Run 1, cell outlines without signal wires:
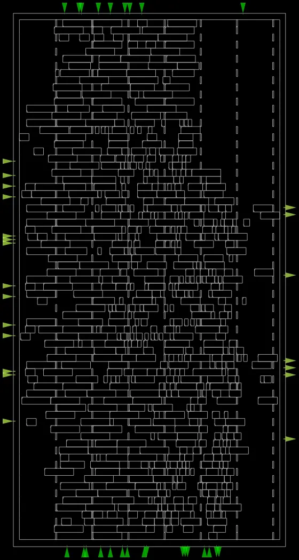
Run 1, met2 routing:
Scale bar: 20 µm.
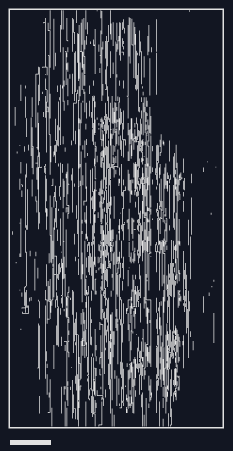
Run 1, supply network:
Pins as bars on the die edge. Tap cells in grey.
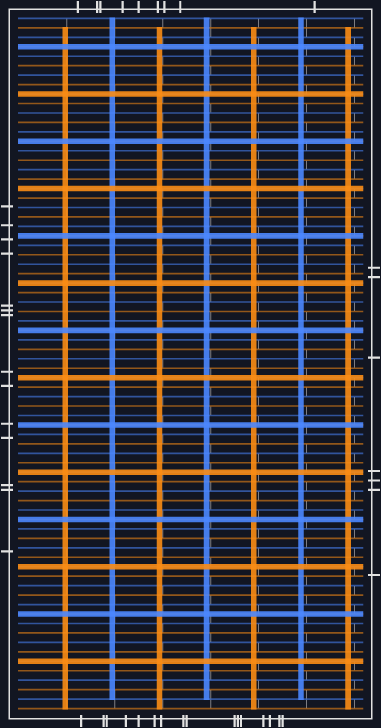
===== src/rtl/spi_sram_write_buffer_if.sv =====
// Write-request handshake plus the shared 23LC1024 pin group of spi_sram_write_buffer.
// The slave modport is the buffer; the master modport is the CPU/arbiter/SRAM side.
interface spi_sram_write_buffer_if;
    logic        wr_valid;
    logic        wr_ready;
    logic [12:0] wr_addr;
    logic [15:0] wr_data;
    logic        bus_req;
    logic        bus_grant;
    logic        sram_cs_n;
    logic        sram_sck;
    logic        sram_sio_oe;
    logic [3:0]  sram_sio_o;

    modport master (
        output wr_valid, wr_addr, wr_data, bus_grant,
        input  wr_ready, bus_req, sram_cs_n, sram_sck, sram_sio_oe, sram_sio_o
    );

    modport slave (
        input  wr_valid, wr_addr, wr_data, bus_grant,
        output wr_ready, bus_req, sram_cs_n, sram_sck, sram_sio_oe, sram_sio_o
    );
endinterface


===== src/rtl/spi_sram_write_buffer.sv =====
// Buffers Hack screen-word writes in a small FIFO and drains each one to a 23LC1024 as an
// SQI WRITE while the arbiter grants the shared pins; optionally sends EQIO once after reset.
module spi_sram_write_buffer #(
    parameter int          FIFO_DEPTH     = 4,
    parameter logic [23:0] SRAM_BASE_ADDR = 24'h000000,
    parameter bit          SEND_EQIO      = 1'b1
) (
    input  logic                          clk,
    input  logic                          reset,
    spi_sram_write_buffer_if.slave        sif,
    output logic [$clog2(FIFO_DEPTH):0]   fifo_count,
    output logic                          busy
);
    localparam int PW = $clog2(FIFO_DEPTH);
    localparam int CW = PW + 1;

    typedef enum logic [2:0] {
        ST_INIT,
        ST_EQ_REQ,
        ST_EQ_SHIFT,
        ST_IDLE,
        ST_REQ,
        ST_SHIFT,
        ST_END
    } state_t;

    typedef struct packed {
        logic [12:0] addr;
        logic [15:0] data;
    } entry_t;

    state_t        state, state_n;
    entry_t        mem [FIFO_DEPTH];
    entry_t        head;
    logic [PW-1:0] wr_ptr, rd_ptr;
    logic [CW-1:0] count;
    logic          push, pop, load_wr, load_eq;
    logic [4:0]    cnt;
    logic [47:0]   sr;
    logic [23:0]   head_byte_addr;

    logic          bus_req_c, cs_n_c, sck_c, oe_c;
    logic [3:0]    sio_c;

    assign sif.wr_ready = (count != CW'(FIFO_DEPTH));
    assign push         = sif.wr_valid && sif.wr_ready;
    assign head         = mem[rd_ptr];
    assign head_byte_addr = SRAM_BASE_ADDR + {10'b0, head.addr, 1'b0};

    // NOTE: sequential state uses <= so every flop samples pre-edge values; = here would
    // make the result depend on the order blocks are evaluated.
    always_ff @(posedge clk) begin
        if (reset) begin
            wr_ptr <= '0;
            rd_ptr <= '0;
            count  <= '0;
        end else begin
            if (push) wr_ptr <= wr_ptr + PW'(1);
            if (pop)  rd_ptr <= rd_ptr + PW'(1);
            case ({push, pop})
                2'b10:   count <= count + CW'(1);
                2'b01:   count <= count - CW'(1);
                default: count <= count;
            endcase
        end
    end

    // NOTE: storage is not reset; only the pointers and count define which entries are valid.
    always_ff @(posedge clk) begin
        if (push) mem[wr_ptr] <= '{addr: sif.wr_addr, data: sif.wr_data};
    end

    always_ff @(posedge clk) begin
        if (reset) state <= ST_INIT;
        else       state <= state_n;
    end

    // The shift register always presents the current symbol at its top: nibble [47:44]
    // in SQI mode, bit [47] in SPI mode. It advances after the sck-high phase.
    always_ff @(posedge clk) begin
        if (reset) begin
            cnt <= '0;
            sr  <= '0;
        end else if (load_wr) begin
            cnt <= '0;
            sr  <= {8'h02, head_byte_addr, head.data};
        end else if (load_eq) begin
            cnt <= '0;
            sr  <= {8'h38, 40'h0};
        end else if (state == ST_SHIFT) begin
            cnt <= cnt + 5'd1;
            if (cnt[0]) sr <= {sr[43:0], 4'h0};
        end else if (state == ST_EQ_SHIFT) begin
            cnt <= cnt + 5'd1;
            if (cnt[0]) sr <= {sr[46:0], 1'b0};
        end
    end

    always_comb begin
        // NOTE: every signal driven here gets a default first so no path can infer a latch.
        state_n   = state;
        pop       = 1'b0;
        load_wr   = 1'b0;
        load_eq   = 1'b0;
        bus_req_c = 1'b0;
        cs_n_c    = 1'b1;
        sck_c     = 1'b0;
        oe_c      = 1'b0;
        sio_c     = 4'h0;
        case (state)
            ST_INIT: state_n = SEND_EQIO ? ST_EQ_REQ : ST_IDLE;
            ST_EQ_REQ: begin
                bus_req_c = 1'b1;
                if (sif.bus_grant) begin
                    load_eq = 1'b1;
                    state_n = ST_EQ_SHIFT;
                end
            end
            ST_EQ_SHIFT: begin
                // HOLD_N (sio3) stays high while the part is still in SPI mode.
                bus_req_c = 1'b1;
                cs_n_c    = 1'b0;
                oe_c      = 1'b1;
                sck_c     = cnt[0];
                sio_c     = {3'b100, sr[47]};
                if (cnt == 5'd15) state_n = ST_END;
            end
            ST_IDLE: begin
                if (count != '0) state_n = ST_REQ;
            end
            ST_REQ: begin
                bus_req_c = 1'b1;
                if (sif.bus_grant) begin
                    pop     = 1'b1;
                    load_wr = 1'b1;
                    state_n = ST_SHIFT;
                end
            end
            ST_SHIFT: begin
                bus_req_c = 1'b1;
                cs_n_c    = 1'b0;
                oe_c      = 1'b1;
                sck_c     = cnt[0];
                sio_c     = sr[47:44];
                if (cnt == 5'd23) state_n = ST_END;
            end
            ST_END: begin
                // Keep the bus and chain straight into the next write when possible.
                if (count != '0 && sif.bus_grant) begin
                    bus_req_c = 1'b1;
                    pop       = 1'b1;
                    load_wr   = 1'b1;
                    state_n   = ST_SHIFT;
                end else begin
                    state_n = ST_IDLE;
                end
            end
            default: state_n = ST_INIT;
        endcase
    end

    assign sif.bus_req     = bus_req_c;
    assign sif.sram_cs_n   = cs_n_c;
    assign sif.sram_sck    = sck_c;
    assign sif.sram_sio_oe = oe_c;
    assign sif.sram_sio_o  = sio_c;
    assign fifo_count      = count;
    assign busy            = (state != ST_IDLE) || (count != '0);
endmodule


===== src/flat_wrapper.sv =====
// flat-port wrapper written by rule: the top's interface ports become plain ports
module spi_sram_write_buffer_flat 
#(
    parameter int          FIFO_DEPTH     = 4,
    parameter logic [23:0] SRAM_BASE_ADDR = 24'h000000,
    parameter bit          SEND_EQIO      = 1'b1
)
  (clk, reset, fifo_count, busy, sif_wr_valid, sif_wr_addr, sif_wr_data, sif_bus_grant, sif_wr_ready, sif_bus_req, sif_sram_cs_n, sif_sram_sck, sif_sram_sio_oe, sif_sram_sio_o);
  spi_sram_write_buffer_if sif_i ();
  input  logic clk;
  input  logic reset;
  output logic [$clog2(FIFO_DEPTH):0] fifo_count;
  output logic busy;
  input wire logic [$bits(sif_i.wr_valid)-1:0] sif_wr_valid;
  input wire logic [$bits(sif_i.wr_addr)-1:0] sif_wr_addr;
  input wire logic [$bits(sif_i.wr_data)-1:0] sif_wr_data;
  input wire logic [$bits(sif_i.bus_grant)-1:0] sif_bus_grant;
  output wire logic [$bits(sif_i.wr_ready)-1:0] sif_wr_ready;
  output wire logic [$bits(sif_i.bus_req)-1:0] sif_bus_req;
  output wire logic [$bits(sif_i.sram_cs_n)-1:0] sif_sram_cs_n;
  output wire logic [$bits(sif_i.sram_sck)-1:0] sif_sram_sck;
  output wire logic [$bits(sif_i.sram_sio_oe)-1:0] sif_sram_sio_oe;
  output wire logic [$bits(sif_i.sram_sio_o)-1:0] sif_sram_sio_o;
  assign sif_i.wr_valid = sif_wr_valid;
  assign sif_i.wr_addr = sif_wr_addr;
  assign sif_i.wr_data = sif_wr_data;
  assign sif_i.bus_grant = sif_bus_grant;
  assign sif_wr_ready = sif_i.wr_ready;
  assign sif_bus_req = sif_i.bus_req;
  assign sif_sram_cs_n = sif_i.sram_cs_n;
  assign sif_sram_sck = sif_i.sram_sck;
  assign sif_sram_sio_oe = sif_i.sram_sio_oe;
  assign sif_sram_sio_o = sif_i.sram_sio_o;
  spi_sram_write_buffer #(.FIFO_DEPTH(FIFO_DEPTH), .SRAM_BASE_ADDR(SRAM_BASE_ADDR), .SEND_EQIO(SEND_EQIO)) u_core (.clk(clk), .reset(reset), .sif(sif_i), .fifo_count(fifo_count), .busy(busy));
endmodule

===== config.mk =====
export PLATFORM = sky130hd
export DESIGN_NAME = spi_sram_write_buffer_flat
export DESIGN_NICKNAME = d
export VERILOG_FILES = /design/src/rtl/spi_sram_write_buffer_if.sv /design/src/rtl/spi_sram_write_buffer.sv /design/src/flat_wrapper.sv
export SDC_FILE = /design/constraint.sdc
export NUM_CORES = 1
export LEC_CHECK = 0
export ABC_CLOCK_PERIOD_IN_PS = 3150
export CAP_MARGIN = 40
export CORE_ASPECT_RATIO = 2
export CORE_MARGIN = 2
export CORE_UTILIZATION = 40
export DETAILED_ROUTE_END_ITERATION = 12
export PLACE_DENSITY_LB_ADDON = 0.3
export SETUP_SLACK_MARGIN = 0.4
export SLEW_MARGIN = 25
export SYNTH_ARGS = -nofsm -noshare
export SYNTH_HDL_FRONTEND = slang
export SYNTH_SLANG_ARGS = --single-unit
export TNS_END_PERCENT = 5

===== constraint.sdc =====
create_clock -name clk -period 3.15 [get_ports clk]
set_input_delay 0.945 -clock clk [delete_from_list [all_inputs] [get_ports clk]]
set_output_delay 0.945 -clock clk [all_outputs]
set_load 0.05 [all_outputs]

==> results.sh, run 1 <==
# implementation run metrics
export IMPL_hold_slack_ns=0.493
export IMPL_reg2reg_to="u_core.fifo_count[2]"
export IMPL_ff_type="edfxtp_1"
export IMPL_cts_root_buf="clkbuf_16"
export IMPL_dominant_cells="registers"
export IMPL_dp_cells=880
export IMPL_p_seq_uw=2740
export IMPL_ys_sh_adder=0.0135
export IMPL_final_setup_tns_ns=0
export IMPL_ys_chip_area_um2=7980
export IMPL_worstSetupPathType="reg -> out"
export IMPL_synthArstFlopShare=0
export IMPL_slew_violations=0
export IMPL_nWellTaps=262
export IMPL_required_ns=2.20
export IMPL_sequentialPowerShare=0.503
export IMPL_status="finished clean"
export IMPL_drc=0
export IMPL_diodes=0
export IMPL_cts_tree="done"
export IMPL_synth_cell_type_count=61
export IMPL_n_all_buffers=69
export IMPL_m1WireLength_mm=6.17
export IMPL_power_clock_uw=2110
export IMPL_firstDrtPassIters=4
export IMPL_min_to="u_core.cnt[1]"
About 'cell outlines without signal wires':
row count: 73
Post-Layout Cell Count: 911
FF+latch count: 181
Layout Utilization: 0.473
Fillers: 1,837

About 'met2 routing':
595 nets have wire on it. The longest straight run is 76.5 µm. The layer carries 9,230 µm of wire. The layer holds 57% of the routed length.

About 'supply network':
Key: orange = VSS; blue = VDD
74 met1 rails follow the rows. 46 signal pins sit on the boundary. 262 tap cells. The core has 73 rows. 14 straps on met5.
die height: 204 µm
Die W: 104 µm
Worst VDD drop: 415 µV

-- run 1: synthesized netlist by cell type (2+ instances only) --
cell type | instances | area [µm²]
nor3_4 | 7 | 114
a311oi_1 | 15 | 131
ha_1 | 7 | 87.6
nand2_1 | 86 | 323
mux2i_1 | 4 | 40.0
a21o_1 | 2 | 15.0
xor2_1 | 3 | 26.3
dfxtp_1 | 65 | 1300
buf_8 | 2 | 30.0
inv_1 | 9 | 33.8
a221oi_1 | 2 | 17.5
nor3_1 | 12 | 60.1
nor3_2 | 13 | 130
o21ai_0 | 5 | 25.0
nand3_1 | 5 | 25.0
nand2b_1 | 2 | 12.5
nor2_1 | 59 | 221
nor4b_2 | 20 | 300
and3_1 | 6 | 37.5
buf_2 | 15 | 75.1
nor4b_1 | 4 | 35.0
buf_6 | 5 | 56.3
buf_4 | 6 | 45.0
edfxtp_1 | 116 | 3480
o2bb2ai_1 | 2 | 17.5
and2_1 | 3 | 18.8
clkbuf_1 | 18 | 67.6
a22oi_1 | 3 | 22.5
or3_1 | 2 | 12.5
a2111oi_2 | 4 | 60.1
a21oi_1 | 11 | 55.1
xnor2_1 | 4 | 35.0
mux4_2 | 29 | 653
a31oi_1 | 23 | 144
-- run 1: tightest hold or removal path, cell delays in order (launching register included) --
cell and delay [ns]:
dfxtp_1 0.33, nand3_1 0.07, a21oi_1 0.05
-- run 1: worst max path at each step --
stage / depth (start not counted) / end / startpoint
6_report: 5 / sif_sram_cs_n / u_core.state[2]
5_1_grt: 5 / sif_sram_cs_n / u_core.state[2]
4_1_cts: 3 / busy / u_core.fifo_count[0]
3_5_place_dp: 10 / u_core.fifo_count[2] / sif_bus_grant
3_3_place_gp: 10 / u_core.fifo_count[2] / sif_bus_grant
2_1_floorplan: 10 / u_core.fifo_count[2] / sif_bus_grant
Run 1, cells coloured by class:
Scale bar: 20 µm. Fill, decap, tap and diode cells in grey.
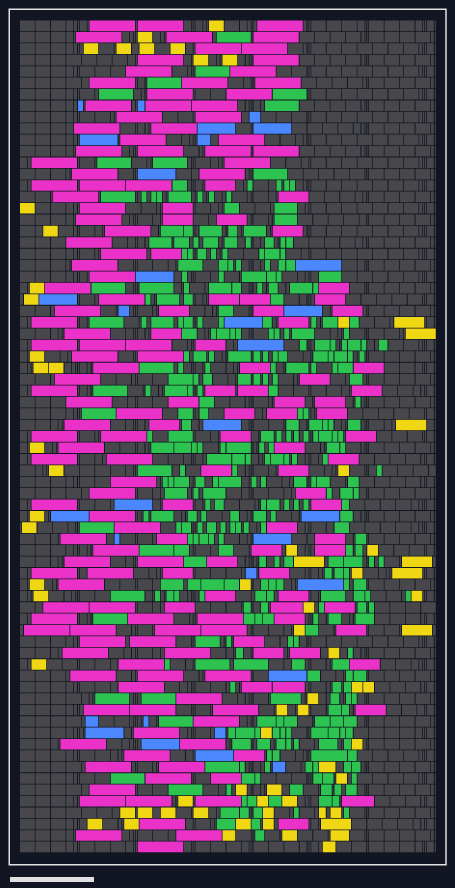

==> run 2: changes to the inputs <==
- SETUP_SLACK_MARGIN: 0.4 -> unset
- SKIP_CTS_REPAIR_TIMING: unset -> 1
Run 2, cells coloured by class:
Scale bar: 20 µm. Fill, decap, tap and diode cells in grey.
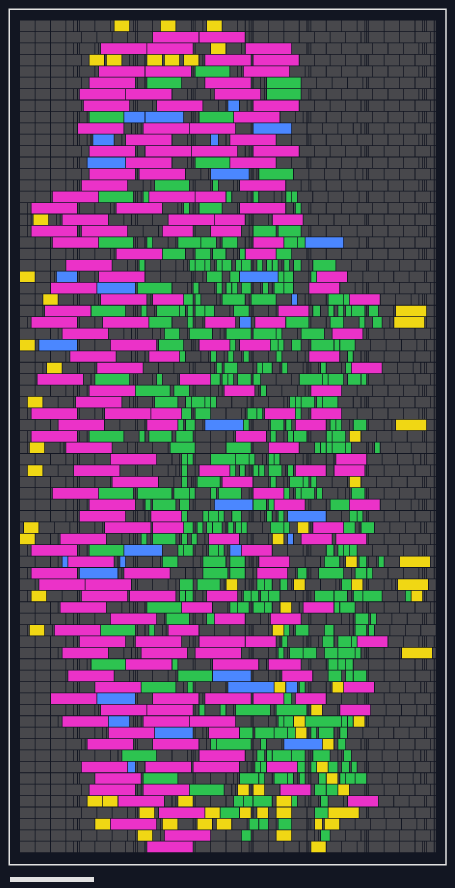
Key: yellow = other buffers and delay cells [cells 69, share of their area 7.7%]; blue = clock drivers and dummy loads [cells 32, share of their area 6.3%]; magenta = flip-flops [cells 181, share of their area 53%]; green = all other logic [cells 368, share of their area 33%]
Layout Cell Area excl Fill: 9290 µm²
Core Area: 19,700 µm²
flop share of the area: 0.515
Layout Utilization: 0.471

Run 2, supply network:
Pins as bars on the die edge. Tap cells in grey.
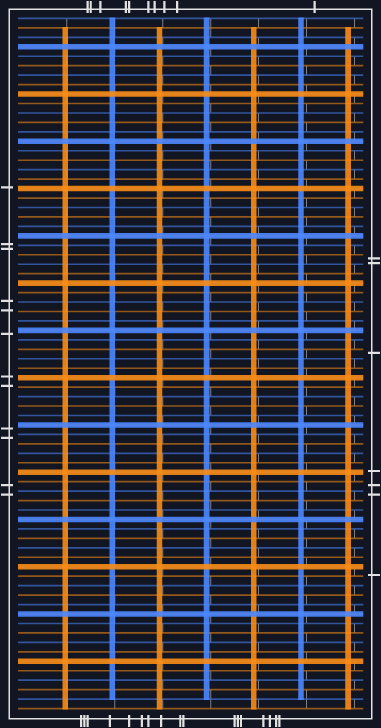
Key: orange = VSS; blue = VDD
14 straps on met5. 74 met1 rails follow the rows.
Worst VDD drop: 407 µV

Run 2, met2 routing:
Scale bar: 20 µm.
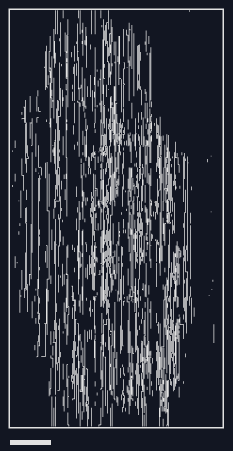
The longest straight run is 67.7 µm. The layer carries 8,890 µm of wire.

==> run 2 against run 1 <==
  * Die size stayed put
  * Synthesized area stayed put
  * Utilization is 0.21 points lower
  * Cell area is 0.44% lower
  * Routed wire length is 1.9% lower
  * Critical endpoint is now sif_bus_req
  * Largest cell class unchanged
==> results.sh, run 2 <==
# implementation run metrics
export IMPL_most_common_cell="edfxtp_1"
export IMPL_firstDrtPassIters=4
export IMPL_synthArstFlopShare=0
export IMPL_drc=0
export IMPL_required_ns=2.20
export IMPL_combGateArea_um2=2880
export IMPL_area_leaders="edfxtp_1 44%, dfxtp_1 16%, mux4_2 8.2%, nand2_1 4.0%, nor4b_2 3.8%"
export IMPL_flops=181
export IMPL_slew_violations=0
export IMPL_final_setup_tns_ns=0
export IMPL_worstSetupPathType="in -> out"
export IMPL_fp_dieH_um=204
export IMPL_dominant_cells="registers"
export IMPL_status="finished clean"
export IMPL_sequentialPowerShare=0.513
export IMPL_n_all_buffers=69
export IMPL_drive_above_1_share=0.222
export IMPL_yosys_top_cells_count="116 x edfxtp_1, 86 x nand2_1, 65 x dfxtp_1"
export IMPL_num_rows=73
export IMPL_die_w_um=104
export IMPL_ff_type="edfxtp_1"
export IMPL_diodes=0
export IMPL_grt_pass1_wl_mm=26.2
export IMPL_synth_cell_type_count=61
export IMPL_top_area_cell="edfxtp_1"
export IMPL_ant_nets=0
export IMPL_tool_warnings=29
export IMPL_timing_fmax_mhz=324
export IMPL_hold_path_class="reg -> reg"
export IMPL_switching_share=0.234
export IMPL_hold_violations=0
export IMPL_cts_root_buf="clkbuf_16"
export IMPL_lay_top_cells="116 x edfxtp_1, 86 x nand2_1, 64 x dfxtp_1"
export IMPL_fillers=1815
export IMPL_hold_slack_ns=0.493
export IMPL_cts_tree="done"
-- run 2: cell counts after synthesis --
No cell type changed its count.
-- run 2: cell families after synthesis --
family                   after synthesis  share of synthesized area
XOR/XNOR                               7                    0.00769
AND-OR/OR-AND                         74                     0.0689
flip-flops                           181                      0.600
adder cells (fa/ha/maj)                8                     0.0135
AND/OR/NAND/NOR                      235                      0.182
buffers and inverters                 57                     0.0402
multiplexers                          34                     0.0883
-- run 2: worst max-delay path: cells and delay by family --
kind | cells | cell delay (ns)
compound gates | 3 | 0.43
buf+inv | 3 | 0.76
-- run 2: worst paths after layout --
check	slack (ns)	cells after the start	from	end
worst max-delay path	0.06	6	sif_bus_grant	sif_bus_req
worst min-delay path	0.49	2	u_core.sr[43]	u_core.sr[47]
worst max register to register	0.56	9	u_core.fifo_count[2]	u_core.fifo_count[2]
worst min register to register	0.49	2	u_core.sr[43]	u_core.sr[47]
-- run 2: metrics by stage --
step	util	cells	setup slack (ns)
after global placement	0.442	880	0.00788
final	0.471	912	0.0592
after floorplan	-	596	0.176
after detailed placement	0.442	880	-0.0968
after CTS	0.471	912	-0.0230
after global routing	0.471	912	0.0000926
-- run 2: power groups by stage --
| stage | clock, µW | combinational, µW | sequential, µW |
|---|---|---|---|
| floorplan | 0 | 421 | 2780 |
| global route | 2150 | 648 | 2760 |
| detailed placement | 0 | 596 | 2800 |
| CTS | 2060 | 599 | 2750 |
| finish | 2020 | 589 | 2750 |
| global placement | 0 | 579 | 2790 |
-- run 2: routing by layer --
| metal | GRT usage | vias up | part of all wire |
|---|---|---|---|
| li1 | - | 2324 | - |
| met1 | 0.171 | 2443 | 0.38 |
| met2 | 0.293 | 102 | 0.56 |
| met3 | 0.0342 | 21 | 0.032 |
| met4 | 0.0724 | 0 | 0.023 |
| met5 | 0 | - | 0 |
Run 2, cell outlines without signal wires:
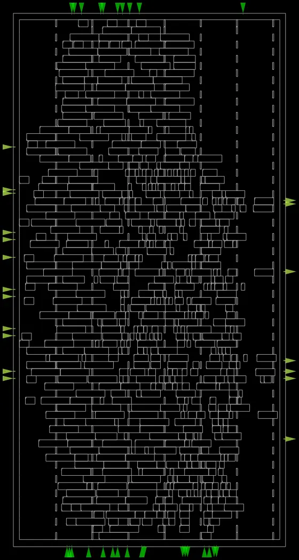

==> run 3: changes to the inputs <==
- GPL_TIMING_DRIVEN: unset -> 0
Run 3, cell outlines without signal wires:
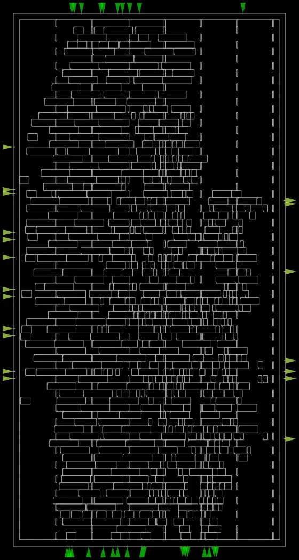
Post-Layout Cell Count: 938
Layout Utilization: 0.477
flop share of the area: 0.509
Fillers: 1,785
# Taps: 262

Run 3, cells coloured by class:
Scale bar: 20 µm. Fill, decap, tap and diode cells in grey.
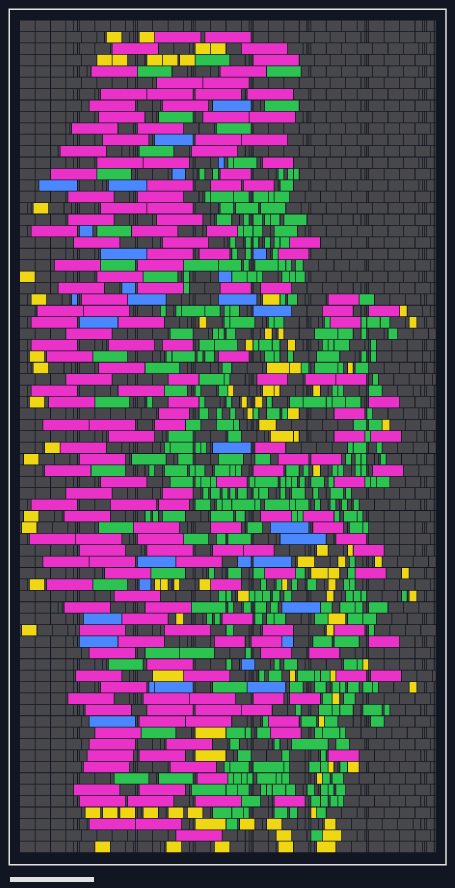
Key: magenta = flip-flops [cells 181, share of their area 53%]; blue = clock drivers and dummy loads [cells 32, share of their area 6.6%]; yellow = other buffers and delay cells [cells 95, share of their area 8.5%]; green = all other logic [cells 368, share of their area 32%]
Layout Cell Area excl Fill: 9410 µm²

Run 3, met2 routing:
Scale bar: 20 µm.
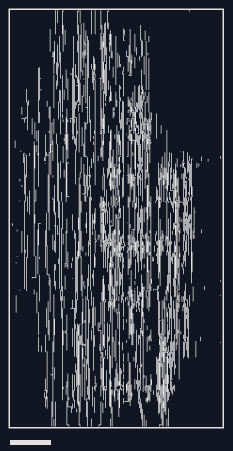
The longest straight run is 56.1 µm. The layer holds 56% of the routed length. The layer carries 9,550 µm of wire. The wires run mostly vertical. 614 nets have wire on it.

==> run 3 against run 2 <==
  * Register-to-register slack got worse by 0.10 ns
  * Via count increased by 2.4%
  * Synthesized area unchanged
  * First-iteration DRC count decreased by 33%
  * Setup slack got worse by 0.071 ns
  * The run now ends with setup timing left
  * Utilization increased by 0.59 points
  * Largest power group unchanged
  * Non-clock buffer count increased by 26
  * Clock power increased by 7%
  * Global-route usage increased by 0.79 points
==> results.sh, run 3 <==
# implementation run metrics
export IMPL_status="finished, violations left"
export IMPL_violations="setup timing"
export IMPL_cts_root_buf="clkbuf_16"
export IMPL_required_ns=2.20
export IMPL_top_area_cell="edfxtp_1"
export IMPL_hold_slack_ns=0.498
export IMPL_setup_violations=1
export IMPL_ys_sh_mux=0.0883
export IMPL_peakVddDrop_uv=462
export IMPL_cp_top_family="buffers and inverters"
export IMPL_synthArstFlopShare=0
export IMPL_ys_chip_area_um2=7980
export IMPL_die_w_um=104
export IMPL_fp_dieH_um=204
export IMPL_ys_sh_aoi=0.0689
export IMPL_yosys_top_cells_count="116 x edfxtp_1, 86 x nand2_1, 65 x dfxtp_1"
export IMPL_setup_ws_ns=-0.0115
export IMPL_worstSetupPathType="reg -> out"
export IMPL_lay_top_cells="116 x edfxtp_1, 86 x nand2_1, 65 x dfxtp_1"
export IMPL_hold_violations=0
export IMPL_grt_pass1_wl_mm=27.5
export IMPL_most_common_cell="edfxtp_1"
export IMPL_drive_above_1_share=0.228
export IMPL_crit_buf_inv=4
export IMPL_post_synth_main_logic_family="simple AND/OR/NAND/NOR gates"
export IMPL_ys_sh_adder=0.0135
export IMPL_cts_tree="done"
export IMPL_simple_gate_share=0.182
export IMPL_drc=0
## run 3: cell count changes in the layout (fill, tap and decap cells not counted), sizes merged
cell,before,now
buf,33,32
bufinv,1,3
clkbuf,24,45
clkdlybuf4s50,36,34
clkinv,4,6
clkinvlp,4,2
dlymetal6s2s,0,2
inv,9,13
## run 3: area by class of cell
cell class,count,area [µm²],area share
sequential,181,4780,0.509
multi-input combinational,358,2880,0.306
timing repair buffer,48,488,0.0519
clock buffer,18,429,0.0456
tap,262,328,0.0348
buffer,47,284,0.0302
clock inverter,14,174,0.0185
inverter,10,42.5,0.00452
## run 3: final timing paths
check | cells after the start | endpoint | slack, ns | start
worst max-delay path | 7 | sif_sram_sio_o[3] | -0.01 | u_core.state[1]
worst min register to register | 2 | u_core.sr[34] | 0.50 | u_core.sr[30]
worst min-delay path | 2 | u_core.sr[34] | 0.50 | u_core.sr[30]
worst max register to register | 11 | u_core.fifo_count[2] | 0.46 | u_core.state[1]
## run 3: cell families (layout without fill, tap and decap cells)
kind of cell	count (synthesis)	count (layout)
AND/OR/NAND/NOR	235	235
flip-flops	181	181
AND-OR/OR-AND	74	74
buffers and inverters	57	137
multiplexers	34	34
adder cells (fa/ha/maj)	8	8
XOR/XNOR	7	7
## run 3: power breakdown
group          internal (µW)  switching (µW)  total [µW]
clock network           1260             907        2160
logic                    278             334         613
registers               2660            80.2        2740
total                   4190            1320        5510
## run 3: per-layer routing
layer | part of all wire | global-route usage | vias to the layer above
li1 | - | - | 2378
met1 | 0.37 | 0.168 | 2487
met2 | 0.56 | 0.317 | 107
met3 | 0.022 | 0.0304 | 36
met4 | 0.040 | 0.0907 | 0
met5 | 0 | 0 | -
Power is estimated from default activity; no workload was simulated.
